<file path="src/rtl/uart_pkg.sv">
// rtl/uart_pkg.sv - shared UART state encodings, parity modes and parity helper
package uart_pkg;

    localparam logic [2:0] ST_IDLE   = 3'd0;
    localparam logic [2:0] ST_START  = 3'd1;
    localparam logic [2:0] ST_DATA   = 3'd2;
    localparam logic [2:0] ST_PARITY = 3'd3;
    localparam logic [2:0] ST_STOP   = 3'd4;

    localparam logic [1:0] PARITY_NONE = 2'b00;
    localparam logic [1:0] PARITY_EVEN = 2'b01;
    localparam logic [1:0] PARITY_ODD  = 2'b10;

    // Narrower characters are zero-extended by the caller, which leaves the XOR unchanged.
    function automatic logic parity_of(input logic [8:0] data, input logic [1:0] mode);
        return (^data) ^ (mode == PARITY_ODD);
    endfunction

endpackage

</file>
<file path="src/rtl/sync_fifo.sv">
// rtl/sync_fifo.sv - single-clock FIFO with registered full/empty/count
module sync_fifo #(
    parameter int WIDTH = 8,
    parameter int DEPTH = 16
) (
    input  logic                     clk,
    input  logic                     rst,
    input  logic                     push,
    input  logic [WIDTH-1:0]         push_data,
    input  logic                     pop,
    output logic [WIDTH-1:0]         pop_data,
    output logic                     full,
    output logic                     empty,
    output logic [$clog2(DEPTH):0]   count
);

    localparam int AW = $clog2(DEPTH);
    localparam logic [AW:0] FULL_COUNT = (AW + 1)'(DEPTH);

    logic [WIDTH-1:0] mem [DEPTH];
    logic [AW-1:0]    wr_ptr;
    logic [AW-1:0]    rd_ptr;
    logic             push_ok;
    logic             pop_ok;
    logic [AW:0]      count_next;

    // A push while full is dropped even when a pop frees a slot in the same cycle.
    always_comb begin
        push_ok    = push && !full;
        pop_ok     = pop && !empty;
        count_next = count + {{AW{1'b0}}, push_ok} - {{AW{1'b0}}, pop_ok};
    end

    assign pop_data = mem[rd_ptr];

    always_ff @(posedge clk) begin
        if (push_ok && !rst) begin
            mem[wr_ptr] <= push_data;
        end
    end

    always_ff @(posedge clk) begin
        if (rst) begin
            wr_ptr <= '0;
            rd_ptr <= '0;
            count  <= '0;
            full   <= 1'b0;
            empty  <= 1'b1;
        end else begin
            if (push_ok) begin
                wr_ptr <= wr_ptr + 1'b1;
            end
            if (pop_ok) begin
                rd_ptr <= rd_ptr + 1'b1;
            end
            count <= count_next;
            full  <= (count_next == FULL_COUNT);
            empty <= (count_next == '0);
        end
    end

endmodule

</file>
<file path="src/rtl/uart_tx_fifo.sv">
// rtl/uart_tx_fifo.sv - UART transmitter fed by a character FIFO
module uart_tx_fifo #(
    parameter int CLKS_PER_BIT = 434,
    parameter int DATA_BITS    = 8,
    parameter int FIFO_DEPTH   = 16
) (
    input  logic                          i_clk,
    input  logic                          i_rst,
    input  logic [DATA_BITS-1:0]          i_char,
    input  logic                          i_write,
    input  logic [1:0]                    i_parity,
    input  logic                          i_two_stop,
    output logic                          o_tx,
    output logic                          o_busy,
    output logic                          o_full,
    output logic [$clog2(FIFO_DEPTH):0]   o_count
);

    import uart_pkg::*;

    localparam logic [15:0] BIT_LAST  = 16'(CLKS_PER_BIT - 1);
    localparam logic [3:0]  DATA_LAST = 4'(DATA_BITS - 1);

    logic [2:0]           state;
    logic [15:0]          clk_cnt;
    logic [3:0]           bit_idx;
    logic                 stop_cnt;
    logic [DATA_BITS-1:0] data_q;
    logic [1:0]           par_mode_q;
    logic                 par_bit_q;
    logic                 two_stop_q;

    logic [DATA_BITS-1:0] head;
    logic                 fifo_empty;
    logic                 bit_end;
    logic                 frame_done;
    logic                 par_en;
    logic                 pop;
    logic                 going_idle;
    logic                 accept;

    sync_fifo #(
        .WIDTH (DATA_BITS),
        .DEPTH (FIFO_DEPTH)
    ) u_fifo (
        .clk       (i_clk),
        .rst       (i_rst),
        .push      (i_write),
        .push_data (i_char),
        .pop       (pop),
        .pop_data  (head),
        .full      (o_full),
        .empty     (fifo_empty),
        .count     (o_count)
    );

    always_comb begin
        bit_end    = (clk_cnt == BIT_LAST);
        frame_done = (state == ST_STOP) && bit_end && (stop_cnt == two_stop_q);
        par_en     = (par_mode_q == PARITY_EVEN) || (par_mode_q == PARITY_ODD);
        pop        = !fifo_empty && ((state == ST_IDLE) || frame_done);
        going_idle = fifo_empty && ((state == ST_IDLE) || frame_done);
        accept     = i_write && !o_full;
    end

    // Config is captured at pop time so mid-frame changes only affect the next character.
    always_ff @(posedge i_clk) begin
        if (i_rst) begin
            state      <= ST_IDLE;
            clk_cnt    <= '0;
            bit_idx    <= '0;
            stop_cnt   <= 1'b0;
            data_q     <= '0;
            par_mode_q <= PARITY_NONE;
            par_bit_q  <= 1'b0;
            two_stop_q <= 1'b0;
            o_tx       <= 1'b1;
            o_busy     <= 1'b0;
        end else begin
            o_busy <= !going_idle || accept;
            if (pop) begin
                data_q     <= head;
                par_mode_q <= i_parity;
                par_bit_q  <= parity_of(9'(head), i_parity);
                two_stop_q <= i_two_stop;
                clk_cnt    <= '0;
                o_tx       <= 1'b0;
                state      <= ST_START;
            end else if (state == ST_IDLE) begin
                o_tx <= 1'b1;
            end else if (!bit_end) begin
                clk_cnt <= clk_cnt + 16'd1;
            end else begin
                clk_cnt <= '0;
                case (state)
                    ST_START: begin
                        o_tx    <= data_q[0];
                        data_q  <= data_q >> 1;
                        bit_idx <= '0;
                        state   <= ST_DATA;
                    end
                    ST_DATA: begin
                        if (bit_idx == DATA_LAST) begin
                            stop_cnt <= 1'b0;
                            if (par_en) begin
                                o_tx  <= par_bit_q;
                                state <= ST_PARITY;
                            end else begin
                                o_tx  <= 1'b1;
                                state <= ST_STOP;
                            end
                        end else begin
                            o_tx    <= data_q[0];
                            data_q  <= data_q >> 1;
                            bit_idx <= bit_idx + 4'd1;
                        end
                    end
                    ST_PARITY: begin
                        o_tx     <= 1'b1;
                        stop_cnt <= 1'b0;
                        state    <= ST_STOP;
                    end
                    ST_STOP: begin
                        if (stop_cnt != two_stop_q) begin
                            stop_cnt <= stop_cnt + 1'b1;
                        end else begin
                            o_tx  <= 1'b1;
                            state <= ST_IDLE;
                        end
                    end
                    default: begin
                        o_tx  <= 1'b1;
                        state <= ST_IDLE;
                    end
                endcase
            end
        end
    end

endmodule

</file>
<file path="config.mk">
export PLATFORM = sky130hd
export DESIGN_NAME = uart_tx_fifo
export DESIGN_NICKNAME = d
export VERILOG_FILES = /design/src/rtl/uart_pkg.sv /design/src/rtl/sync_fifo.sv /design/src/rtl/uart_tx_fifo.sv
export SDC_FILE = /design/constraint.sdc
export NUM_CORES = 1
export LEC_CHECK = 0
export CORE_UTILIZATION = 55
export DETAILED_ROUTE_END_ITERATION = 10
export PLACE_DENSITY = 0.72
export SLEW_MARGIN = 5
export SYNTH_ARGS = -nofsm -noshare
export SYNTH_HDL_FRONTEND = slang
export SYNTH_SLANG_ARGS = --single-unit
</file>
<file path="constraint.sdc">
create_clock -name i_clk -period 3.4 [get_ports i_clk]
set_input_delay 0.85 -clock i_clk [delete_from_list [all_inputs] [get_ports i_clk]]
set_output_delay 0.85 -clock i_clk [all_outputs]
set_load 0.03 [all_outputs]
</file>
==> notes.md, run 1 <==
Results of the full flow below.

Status:
- The flow ran to the end, and the final reports show no timing, DRC or antenna violations.

Final layout:
- The run puts the net count of the finished layout at 606.
- The run puts the register area at 4986 um2.
- Multi-input combinational cells in the finished layout were counted as 315.
- Non-clock inverters in the final layout number 15.

Timing:
- For this run, the top clock speed supported by timing is 347.6 MHz.
- The run gives the post-layout period usage of the worst path as 0.8462.
- Summed over all failing endpoints, the final setup total negative slack is 0 ns.

Routing:
- The run puts the wire length on met3 at 559 um.
- The run gives the final routed wirelength across all metal layers as 14.03 mm.

Hold path:
- The run gives the class of the tightest hold or removal check as register to register.

Clocking:
- The run puts the buffers inserted during post-CTS setup optimization at 0.
- The run gives the worst-case clock buffer depth as 2.
- The run gives the TritonCTS clock tree as built.
- The clock H-tree reported by CTS has 4 levels.
- The run gives the number of buffers created by CTS as 17.

Global routing:
- The number of antenna violations at the first check in global routing is 0.

Critical path:
- In the setup report, the worst path falls into the class register to register.
- The worst register-to-register path has a setup slack of 0.52 ns.
- The run puts the buffering stage count on the worst path with inverters included at 2.

Power:
- The run gives the power consumption as 6330 uW.

Yosys:
- The run puts the number of library cell types mapped by synthesis at 46.
- The run gives the number of instances in the synthesized netlist as 540.
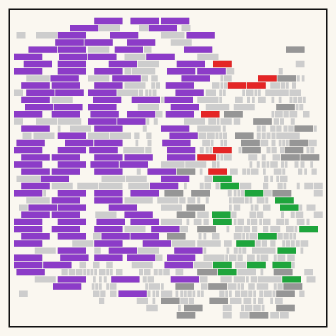
Fig. 1. Sequential cells grouped by signal name (run 1).
Other sequential cells in the stronger grey, the rest of the logic in the fainter grey.
[u_fifo.mem] purple | placed flops: 128
[clk_cnt] green | placed flops: 16
[data_q] red | placed flops: 8
not coloured: 33

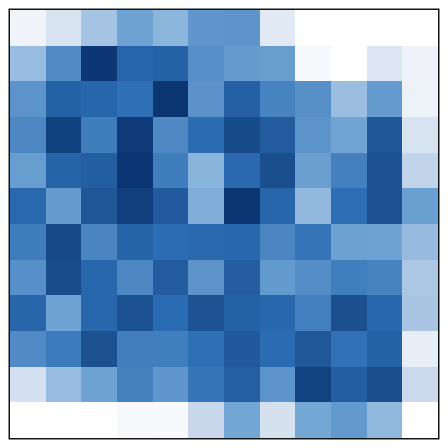
Fig. 2. Cell area per tile (run 1).
12 x 12 tiles, from white (low) to dark blue (high), 0 to 100% covered.
emptiest ninth of the die: top right
tiles over 75% full: 38%
nearly empty tiles: 6.2%
mean over tiles: 59%
fullest tile: 98%

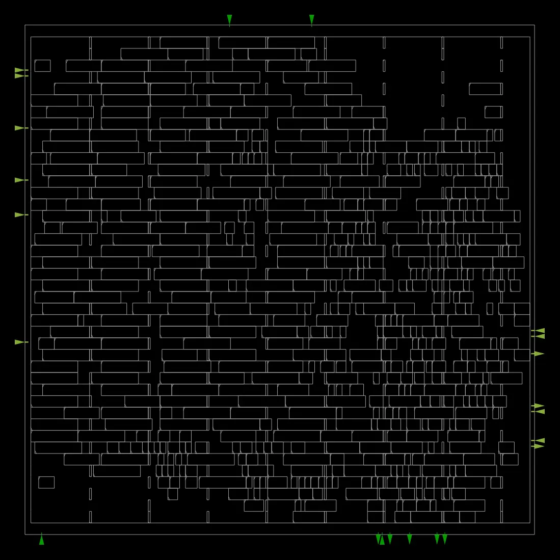
Fig. 3. Placed standard cells (run 1).
core region area: 13400 um2
register fraction of the total cell area: 0.5748

Fig. 4: run 1, signal wires on met1
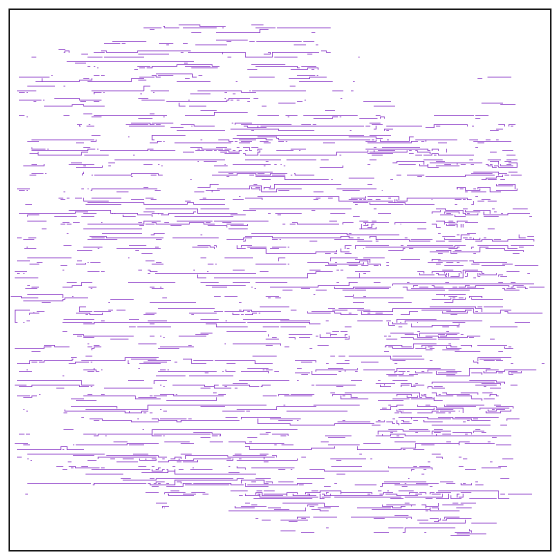

==> inputs of run 2 (changes only) <==
==> constraint.sdc (replaced) <==
create_clock -name i_clk -period 2.96 [get_ports i_clk]
set_input_delay 0.74 -clock i_clk [delete_from_list [all_inputs] [get_ports i_clk]]
set_output_delay 0.74 -clock i_clk [all_outputs]
set_load 0.03 [all_outputs]
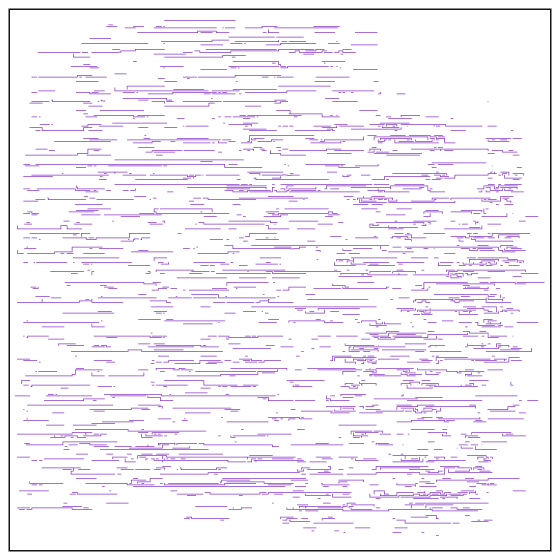
Fig. 5. Signal wires on met1 (run 2).
main direction: horizontal
share of all routed wire: 43%
nets with wire on the layer: 578
wire length on this layer: 6250 um

==> run 2 against run 1 <==
  * Sequential cell count unchanged
  * Sequential power increased by 15%
  * Combinational power increased by 18%
  * Power increased by 15%
  * Synthesized cell count unchanged
  * Critical path type unchanged
  * Largest cell class unchanged
  * Largest power group unchanged
==> notes.md, run 2 <==
Results of the full flow below.

Yosys:
- The run puts the area fraction in and, or, nand and nor cells after synthesis at 0.1119 (unchanged).
- The number of instances in the synthesized netlist was 540 (unchanged).
- Post-synth top cells: edfxtp_1, nor2_1, dfxtp_1, nand2_1, mux4_2 (unchanged).
- The run gives the number of library cell types mapped by synthesis as 46 (unchanged).

Clocking:
- The total number of H-tree levels was 4 (unchanged).
- The buffers inserted during post-CTS setup optimization is 0 (unchanged).
- The run puts the number of buffers created by CTS at 17 (unchanged).
- The TritonCTS clock tree was built (unchanged).
- The worst-case clock buffer depth came to 2 (unchanged).

Global routing:
- The run puts the total overflow reported by the global router at 0 (unchanged).
- The pin count of the biggest net entering global routing came to 42 (unchanged).

Final layout:
- The net count of the finished layout was 610 (was 606).
- The run puts the clock buffer count at 19 (unchanged).
- The run puts the flop share of the area at 0.5733 (was 0.5748).
- The run gives the count of non-CTS inverters in the layout as 15 (unchanged).
- The run gives the utilization of the core after routing as 0.6494 (was 0.6473).
- The run puts the number of multi-input combinational cells at 315 (unchanged).
- The register area was 4989 um2 (was 4986 um2).

Timing:
- The run puts the number of endpoints with negative hold slack in the final report at 0 (unchanged).
- The run puts the setup skew after layout at 0.006021 ns (was 0.009620 ns).
- The run gives the post-layout period usage of the worst path as 0.9221 (was 0.8462).
- The run gives the sum of negative setup slack as 0 ns (unchanged).

Critical path:
- The run puts the critical path depth at 14 (was 15).
- The run gives the worst reg-to-reg setup slack as 0.23 ns (was 0.52 ns).
- The run puts the buffering stage count on the worst path with inverters included at 2 (unchanged).

Routing:
- The final routed wirelength across all metal layers is 14.46 mm (was 14.03 mm).
- The run puts the wire length on met3 at 662 um (was 559 um).

Hold path:
- The class of the tightest hold or removal check was register to register (unchanged).

Power:
- The power consumption is 7263 uW (was 6330 uW).
- The run gives the power density normalized to cell area as 834.6 nW/um2 (was 729.7 nW/um2).

Floorplanning:
- The run puts the core region area at 13400 um2 (unchanged).
- The run puts the die outline width at 119.8 um (unchanged).

Status:
- Run status: completed (unchanged).
Fig. 6: run 2, placed standard cells
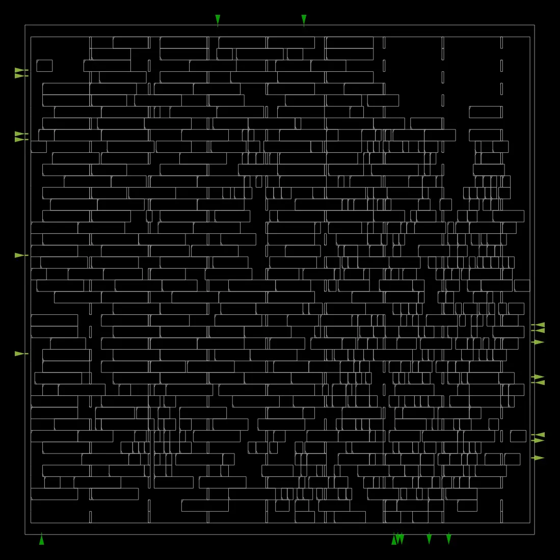

==> inputs of run 3 (changes only) <==
--- a/config.mk
+++ b/config.mk
@@ -8,7 +8,8 @@
 export CORE_UTILIZATION = 55
 export DETAILED_ROUTE_END_ITERATION = 10
 export PLACE_DENSITY = 0.72
-export SLEW_MARGIN = 5
+export SETUP_SLACK_MARGIN = 0.02
+export SLEW_MARGIN = 20
 export SYNTH_ARGS = -nofsm -noshare
 export SYNTH_HDL_FRONTEND = slang
 export SYNTH_SLANG_ARGS = --single-unit
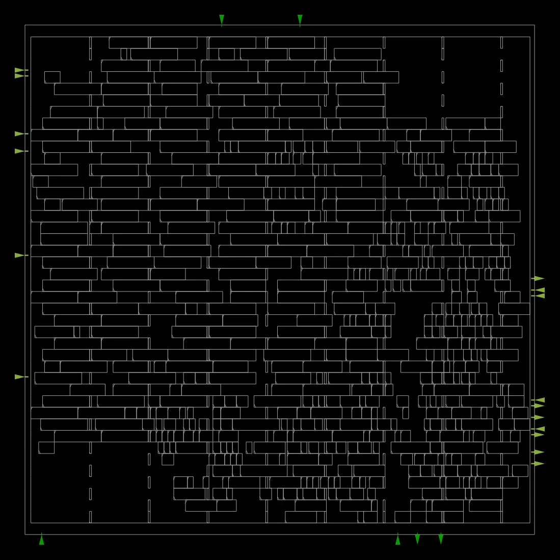
Fig. 7. Placed standard cells (run 3).
num tapcells: 176
register fraction of the total cell area: 0.5682
number of fillers in the final layout: 924

==> run 3 against run 2 <==
  * First-iteration DRC count increased by 57%
  * Clock power increased by 4%
  * Combinational power about the same
  * Critical path depth grew 2
  * Power grew 1.5%
  * Clock-buffer cell count is 1 lower
  * Synthesized cell count unchanged
  * Wire length fell by 2.4%
  * Non-clock buffer count up 4
  * Die area unchanged
  * Worst setup slack better by 0.0017 ns
  * Largest cell class unchanged
==> notes.md, run 3 <==
Results of the full flow below.

Final layout:
- The register area is 4989 um2 (unchanged).
- The run gives the number of multi-input combinational cells as 315 (unchanged).
- The run puts the utilization of the core after routing at 0.6552 (was 0.6494).
- The run gives the area-dominant cell class after layout as sequential cells (unchanged).
- The run gives the clock buffer count as 18 (was 19).
- The run gives the net count of the finished layout as 614 (was 610).
- The count of non-CTS inverters in the layout came to 15 (unchanged).

Yosys:
- The run puts the number of library cell types mapped by synthesis at 46 (unchanged).
- Post-synth top cells: edfxtp_1, nor2_1, dfxtp_1, nand2_1, mux4_2 (unchanged).
- The run gives the area fraction in and, or, nand and nor cells after synthesis as 0.1119 (unchanged).
- The run puts the number of instances in the synthesized netlist at 540 (unchanged).
- The run gives the share of async-settable or async-resettable flops after synthesis as 0 (unchanged).
- The most repeated cell in the gate-level netlist after synthesis is edfxtp_1 (unchanged).

Status:
- Run status: completed (unchanged).

Power:
- The run gives the power consumption as 7369 uW (was 7263 uW).
- The run puts the combinational share of power at 0.281 (was 0.283).
- The power density normalized to cell area came to 839.4 nW/um2 (was 834.6 nW/um2).

Floorplanning:
- The core region area was 13400 um2 (unchanged).
- The run puts the die outline width at 119.8 um (unchanged).

Global routing:
- The pin count of the biggest net entering global routing was 33 (was 42).
- The total overflow reported by the global router is 0 (unchanged).

Hold path:
- The launch instance of the worst min-delay path is data_q[7] (was bit_idx[1]).
- The class of the tightest hold or removal check is register to register (unchanged).

Critical path:
- The buffering stage count on the worst path with inverters included came to 3 (was 2).
- The end of the worst register-to-register path was u_fifo.full (unchanged).
- The run gives the type of element launching the critical path as a register (unchanged).
- The critical path depth is 16 (was 14).

Timing:
- The number of endpoints with negative hold slack in the final report is 0 (unchanged).
- The run puts the setup skew after layout at 0.007054 ns (was 0.006021 ns).
- The run gives the post-layout period usage of the worst path as 0.9215 (was 0.9221).
- The run gives the sum of negative setup slack as 0 ns (unchanged).
- The run puts the fmax at 366.6 MHz (was 366.4 MHz).

Placed design:
- The run gives the post-placement setup slack as 0.2411 ns (was 0.2099 ns).

Clocking:
- The run puts the worst-case clock buffer depth at 2 (unchanged).
- The run gives the TritonCTS clock tree as built (unchanged).
- The run gives the total number of H-tree levels as 4 (unchanged).
- The number of buffers created by CTS came to 17 (unchanged).
- The run puts the buffers inserted during post-CTS setup optimization at 0 (unchanged).

Routing:
- The final routed wirelength across all metal layers came to 14.11 mm (was 14.46 mm).
Power and IR drop assume default switching activity.
